==> images/m3.png <==
Scale: 2 px per um.
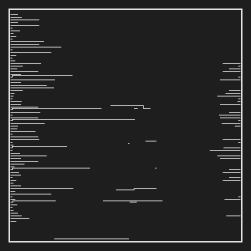
==> images/sizing.png <==
Scale: 4 px per um.
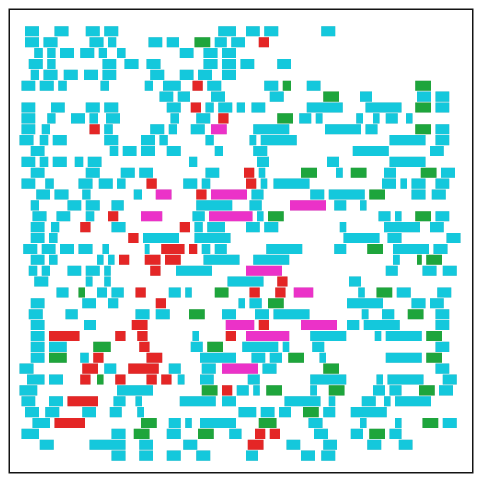
==> images/m2.png <==
Scale: 2 px per um. Cells faint in the background.
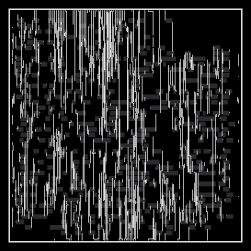
$ cat src/rtl/imem_port_arbiter_if.sv
// imem_port_arbiter_if: fetch, loader and memory-side signals of the
// instruction-memory port arbiter.
//   slave  : the arbiter's view
//   master : the environment's view (fetch stage, loader, memory array)
interface imem_port_arbiter_if #(
   parameter int ADDR_W = 8
);
   // fetch requester
   logic              fetch_req;
   logic [31:0]       fetch_addr;
   logic              fetch_ready;
   logic              fetch_valid;
   logic [31:0]       fetch_instr;
   logic              fetch_err;
   // program loader
   logic              load_valid;
   logic [ADDR_W-1:0] load_addr;
   logic [31:0]       load_data;
   logic              load_ready;
   // memory array
   logic              mem_en;
   logic              mem_we;
   logic [ADDR_W-1:0] mem_addr;
   logic [31:0]       mem_wdata;
   logic [31:0]       mem_rdata;

   modport slave (
      input  fetch_req, fetch_addr, load_valid, load_addr, load_data, mem_rdata,
      output fetch_ready, fetch_valid, fetch_instr, fetch_err, load_ready,
             mem_en, mem_we, mem_addr, mem_wdata
   );

   modport master (
      output fetch_req, fetch_addr, load_valid, load_addr, load_data, mem_rdata,
      input  fetch_ready, fetch_valid, fetch_instr, fetch_err, load_ready,
             mem_en, mem_we, mem_addr, mem_wdata
   );
endinterface

$ cat src/rtl/imem_port_arbiter.sv
// imem_port_arbiter: shares one single-port sync-read instruction memory
// between the fetch stage (reads) and the program loader (writes).
// Loader has priority but is capped at MAX_LOAD_BURST consecutive grants
// while a fetch waits. Misaligned/out-of-range fetches return NOP_INSTR with
// fetch_err and never touch the memory. Read latency is exactly one cycle.
// Optional: define IMEM_ARB_LOAD_COUNT_EN to add load_count / fault_seen.
module imem_port_arbiter #(
   parameter int          ADDR_W         = 8,
   parameter int          MAX_LOAD_BURST = 4,
   parameter logic [31:0] NOP_INSTR      = 32'h0000_0013
) (
   input  logic                 clk,
   input  logic                 rst,
`ifdef IMEM_ARB_LOAD_COUNT_EN
   output logic [15:0]          load_count,
   output logic                 fault_seen,
`endif
   imem_port_arbiter_if.slave   bus
);

   localparam logic [3:0] MAX_B = 4'(MAX_LOAD_BURST);

   logic [3:0]  burst_cnt;
   logic        load_gnt;
   logic        fetch_gnt;
   logic        addr_ok;
   logic        rd_pend;   // valid read issued last cycle, data on mem_rdata
   logic        flt_pend;  // faulted fetch granted last cycle
   logic [31:0] instr_q;   // last delivered instruction (hold value)

   // Grant decision: loader first unless its burst cap is hit with a fetch waiting.
   always_comb begin
      load_gnt  = bus.load_valid && ((burst_cnt < MAX_B) || !bus.fetch_req);
      fetch_gnt = bus.fetch_req && !load_gnt;
      addr_ok   = (bus.fetch_addr[1:0] == 2'b00) &&
                  (bus.fetch_addr[31:ADDR_W+2] == '0);
   end

   assign bus.load_ready  = load_gnt;
   assign bus.fetch_ready = fetch_gnt;

   // Memory port drive; idle cycles park everything at zero.
   always_comb begin
      bus.mem_en    = 1'b0;
      bus.mem_we    = 1'b0;
      bus.mem_addr  = '0;
      bus.mem_wdata = '0;
      if (load_gnt) begin
         bus.mem_en    = 1'b1;
         bus.mem_we    = 1'b1;
         bus.mem_addr  = bus.load_addr;
         bus.mem_wdata = bus.load_data;
      end else if (fetch_gnt && addr_ok) begin
         bus.mem_en   = 1'b1;
         bus.mem_addr = bus.fetch_addr[ADDR_W+1:2];
      end
   end

   // Burst counter: counts loader wins over a waiting fetch, saturating at the cap.
   always_ff @(posedge clk or posedge rst) begin
      if (rst)
         burst_cnt <= '0;
      else if (!bus.fetch_req || fetch_gnt)
         burst_cnt <= '0;
      else if (load_gnt && (burst_cnt < MAX_B))
         burst_cnt <= burst_cnt + 4'd1;
   end

   // Response tracking: one-cycle read/fault pipeline plus the hold register.
   // A fault granted in the same cycle a read returns wins the hold register,
   // because the fault response is the one shown next cycle.
   always_ff @(posedge clk or posedge rst) begin
      if (rst) begin
         rd_pend  <= 1'b0;
         flt_pend <= 1'b0;
         instr_q  <= '0;
      end else begin
         rd_pend  <= fetch_gnt && addr_ok;
         flt_pend <= fetch_gnt && !addr_ok;
         if (fetch_gnt && !addr_ok)
            instr_q <= NOP_INSTR;
         else if (rd_pend)
            instr_q <= bus.mem_rdata;
      end
   end

   // Read data passes straight through in the response cycle so latency stays one.
   assign bus.fetch_valid = rd_pend | flt_pend;
   assign bus.fetch_err   = flt_pend;
   assign bus.fetch_instr = rd_pend ? bus.mem_rdata : instr_q;

`ifdef IMEM_ARB_LOAD_COUNT_EN
   // Loader grant counter (wraps) and sticky fault flag, visible with the response.
   always_ff @(posedge clk or posedge rst) begin
      if (rst) begin
         load_count <= '0;
         fault_seen <= 1'b0;
      end else begin
         if (load_gnt)
            load_count <= load_count + 16'd1;
         if (fetch_gnt && !addr_ok)
            fault_seen <= 1'b1;
      end
   end
`endif

endmodule

$ cat src/flat_wrapper.sv
// flat-port wrapper written by rule: the top's interface ports become plain ports
module imem_port_arbiter_flat 
#(
   parameter int          ADDR_W         = 8,
   parameter int          MAX_LOAD_BURST = 4,
   parameter logic [31:0] NOP_INSTR      = 32'h0000_0013
)
  (clk, rst, bus_fetch_req, bus_fetch_addr, bus_load_valid, bus_load_addr, bus_load_data, bus_mem_rdata, bus_fetch_ready, bus_fetch_valid, bus_fetch_instr, bus_fetch_err, bus_load_ready, bus_mem_en, bus_mem_we, bus_mem_addr, bus_mem_wdata);
  imem_port_arbiter_if #(.ADDR_W(ADDR_W)) bus_i ();
  input  logic clk;
  input  logic rst;
  input wire logic [$bits(bus_i.fetch_req)-1:0] bus_fetch_req;
  input wire logic [$bits(bus_i.fetch_addr)-1:0] bus_fetch_addr;
  input wire logic [$bits(bus_i.load_valid)-1:0] bus_load_valid;
  input wire logic [$bits(bus_i.load_addr)-1:0] bus_load_addr;
  input wire logic [$bits(bus_i.load_data)-1:0] bus_load_data;
  input wire logic [$bits(bus_i.mem_rdata)-1:0] bus_mem_rdata;
  output wire logic [$bits(bus_i.fetch_ready)-1:0] bus_fetch_ready;
  output wire logic [$bits(bus_i.fetch_valid)-1:0] bus_fetch_valid;
  output wire logic [$bits(bus_i.fetch_instr)-1:0] bus_fetch_instr;
  output wire logic [$bits(bus_i.fetch_err)-1:0] bus_fetch_err;
  output wire logic [$bits(bus_i.load_ready)-1:0] bus_load_ready;
  output wire logic [$bits(bus_i.mem_en)-1:0] bus_mem_en;
  output wire logic [$bits(bus_i.mem_we)-1:0] bus_mem_we;
  output wire logic [$bits(bus_i.mem_addr)-1:0] bus_mem_addr;
  output wire logic [$bits(bus_i.mem_wdata)-1:0] bus_mem_wdata;
  assign bus_i.fetch_req = bus_fetch_req;
  assign bus_i.fetch_addr = bus_fetch_addr;
  assign bus_i.load_valid = bus_load_valid;
  assign bus_i.load_addr = bus_load_addr;
  assign bus_i.load_data = bus_load_data;
  assign bus_i.mem_rdata = bus_mem_rdata;
  assign bus_fetch_ready = bus_i.fetch_ready;
  assign bus_fetch_valid = bus_i.fetch_valid;
  assign bus_fetch_instr = bus_i.fetch_instr;
  assign bus_fetch_err = bus_i.fetch_err;
  assign bus_load_ready = bus_i.load_ready;
  assign bus_mem_en = bus_i.mem_en;
  assign bus_mem_we = bus_i.mem_we;
  assign bus_mem_addr = bus_i.mem_addr;
  assign bus_mem_wdata = bus_i.mem_wdata;
  imem_port_arbiter #(.ADDR_W(ADDR_W), .MAX_LOAD_BURST(MAX_LOAD_BURST), .NOP_INSTR(NOP_INSTR)) u_core (.clk(clk), .rst(rst), .bus(bus_i));
endmodule
$ cat config.mk
export PLATFORM = sky130hd
export DESIGN_NAME = imem_port_arbiter_flat
export DESIGN_NICKNAME = d
export VERILOG_FILES = /design/src/rtl/imem_port_arbiter_if.sv /design/src/rtl/imem_port_arbiter.sv /design/src/flat_wrapper.sv
export SDC_FILE = /design/constraint.sdc
export NUM_CORES = 1
export LEC_CHECK = 0
export CELL_PAD_IN_SITES_DETAIL_PLACEMENT = 1
export CELL_PAD_IN_SITES_GLOBAL_PLACEMENT = 2
export CORE_MARGIN = 2
export CORE_UTILIZATION = 20
export DETAILED_ROUTE_END_ITERATION = 8
export PLACE_DENSITY_LB_ADDON = 0.1
export SKIP_LAST_GASP = 1
export SLEW_MARGIN = 5
export SYNTH_ARGS = -nofsm -noshare
export SYNTH_HDL_FRONTEND = slang
export SYNTH_SLANG_ARGS = --single-unit
$ cat constraint.sdc
create_clock -name clk -period 2.7 [get_ports clk]
set_input_delay 0.54 -clock clk [delete_from_list [all_inputs] [get_ports clk]]
set_output_delay 0.54 -clock clk [all_outputs]
set_load 0.005 [all_outputs]
==> notes.md <==
fresh numbers from the pnr run: Biggest register=u_core.instr_q, DR WL met2=5.29 mm, area post-placement=0.00463 mm^2, r2r endpoint=u_core.instr_q[28]$_DFF_PP0_, delay-heaviest family, CP=buffers and inverters, Tmin final=2620 ps, Clock-cell share=4.02%, R2R Path Start=u_core.burst_cnt[2]$_DFFE_PP0P_, crit share post-route=a little over nine tenths, yosys stat area=0.00249 mm^2, Final Skew=4.38 ps, CTS resizes=23, clock buf count=6, top sig layer=met5, FP Util=20.6%, Main synth FF type=dfrtp_1, Root Driver=clkbuf_16, Die Wd=between 100 and 150 um, Hold Path Class=register to register, Post-synth regs=38, storage element area=951 um^2, post-route ant nets=0, and-or/or-and share of the synthesized area=14.9%, Top Layout Cells=clkdlybuf4s50_1, and3_1, dfrtp_1, nand3_1, buf_4, Seq pwr share=33.3%, Fin. Hold Viols=0, GRT overflow=0, mi-comb count=173, pin count of the biggest net entering global routing=42, final count of negative-setup-slack endpoints=0, Slowest-stage cell, CP=clkdlybuf4s50_1, clk_lat worst skew=280 ps, num rows=~40, Top Consumer=clock, NonClk Buf Share=between 40% and 50%, Repair and plain buffers=221, flip-flop count of the largest register after layout=32, Top Registers=u_core.instr_q: 32 flops, u_core.burst_cnt: 4 flops, Avg Cell Area, Syn=10.4 um^2, inverters=2, proportion of layout cells with a drive suffix above 1=between 20 and 25%, Logic pwr share=about a fifth, Final Util=41.0%, WL/cell=17.0 um, internal power=1.37 mW, critical path fanouts, max=7, TritonCTS clock tree=done, # diodes=0, Remaining DRCs=0, iteration-0 DRC count of the detailed router=108, critical path startpoint category=input pin, Reg clk slew, reported paths=60 ps, maximum VDD drop=between 200 and 250 uV, CP required=2160 ps, Core Region=approximately 0.012 mm^2, final cell count without fillers=610, die height=115 um, Cell Area, Synth=0.00249 mm^2, first-pass GRT wire length=15.8 mm, detailed placement HPWL=roughly 7.9 mm, cell with the most instances after synthesis=and3_1, total die size=0.0133 mm^2, final hold slack=560 ps, Post-CTS Setup Repair Bufs=4, dpl cells=594, gpl congestion=0.737, Clk. pwr=approximately 790 uW, drt via density=4.54, Psw=around 360 uW, min-delay src=u_core.burst_cnt[0]$_DFFE_PP0P_, worst rel slew slack=43.8%, logic share of the area=29.2%, Pwr Total=about 1.7 mW, Worst R2R Setup Slack=1160 ps, initial antenna violation count=1, yosys simple share=between 20 and 30%, Switching Fraction=20.8%, worst hold endpoint=u_core.burst_cnt[0]$_DFFE_PP0P_, CP Depth=6, worst-path cell chain=clkdlybuf4s50_1, nor4_4, and4_4, buf_6, a41o_1, dlygate4sd2_1, detailed-router iteration count before antenna repair=4, CP max stage delay=about 440 ps, max-cap violation count=0, IO buf count=185, most frequent logic cell in the layout=clkdlybuf4s50_1, Arrival @ worst endpoint=2080 ps, CTS buffer count=5, vias in the first global route=3007, Buf/Inv on CP=3, Max Fclk=381 MHz, Worst setup EP type=output port, status=completed, final layout net count=550, CP endpoint=bus_mem_addr[7], hold depth=1, GR Util met2=27.2%, worst setup path startpoint=bus_fetch_addr[23], Leakage=2.19 nW, Dominant cell area share=38.2%
About m3.png:
The longest straight run is 61.2 um. The wires run mostly horizontal. 112 nets have wire on it. The layer carries 1070 um of wire.
DRT Wirelength: 10.4 mm
met3 usage: 6.33%
via count: 2771

About sizing.png:
Cyan marks x1 and smaller, cells 344, share 78%, most used clkdlybuf4s50_1. Red marks x3 and x4, cells 45, share 10%, most used buf_4. Green marks x2, cells 41, share 9.3%, most used mux2_2. Magenta marks x6 and larger, cells 12, share 2.7%, most used clkbuf_16.
Synth-to-Final Area Change: 99.0%
design area: 0.00495 mm^2
Final WS setup: 77.9 ps

About m2.png:
The layer holds 51% of the routed length. The longest straight run is 52.7 um.

Power is estimated from default activity; no workload was simulated.
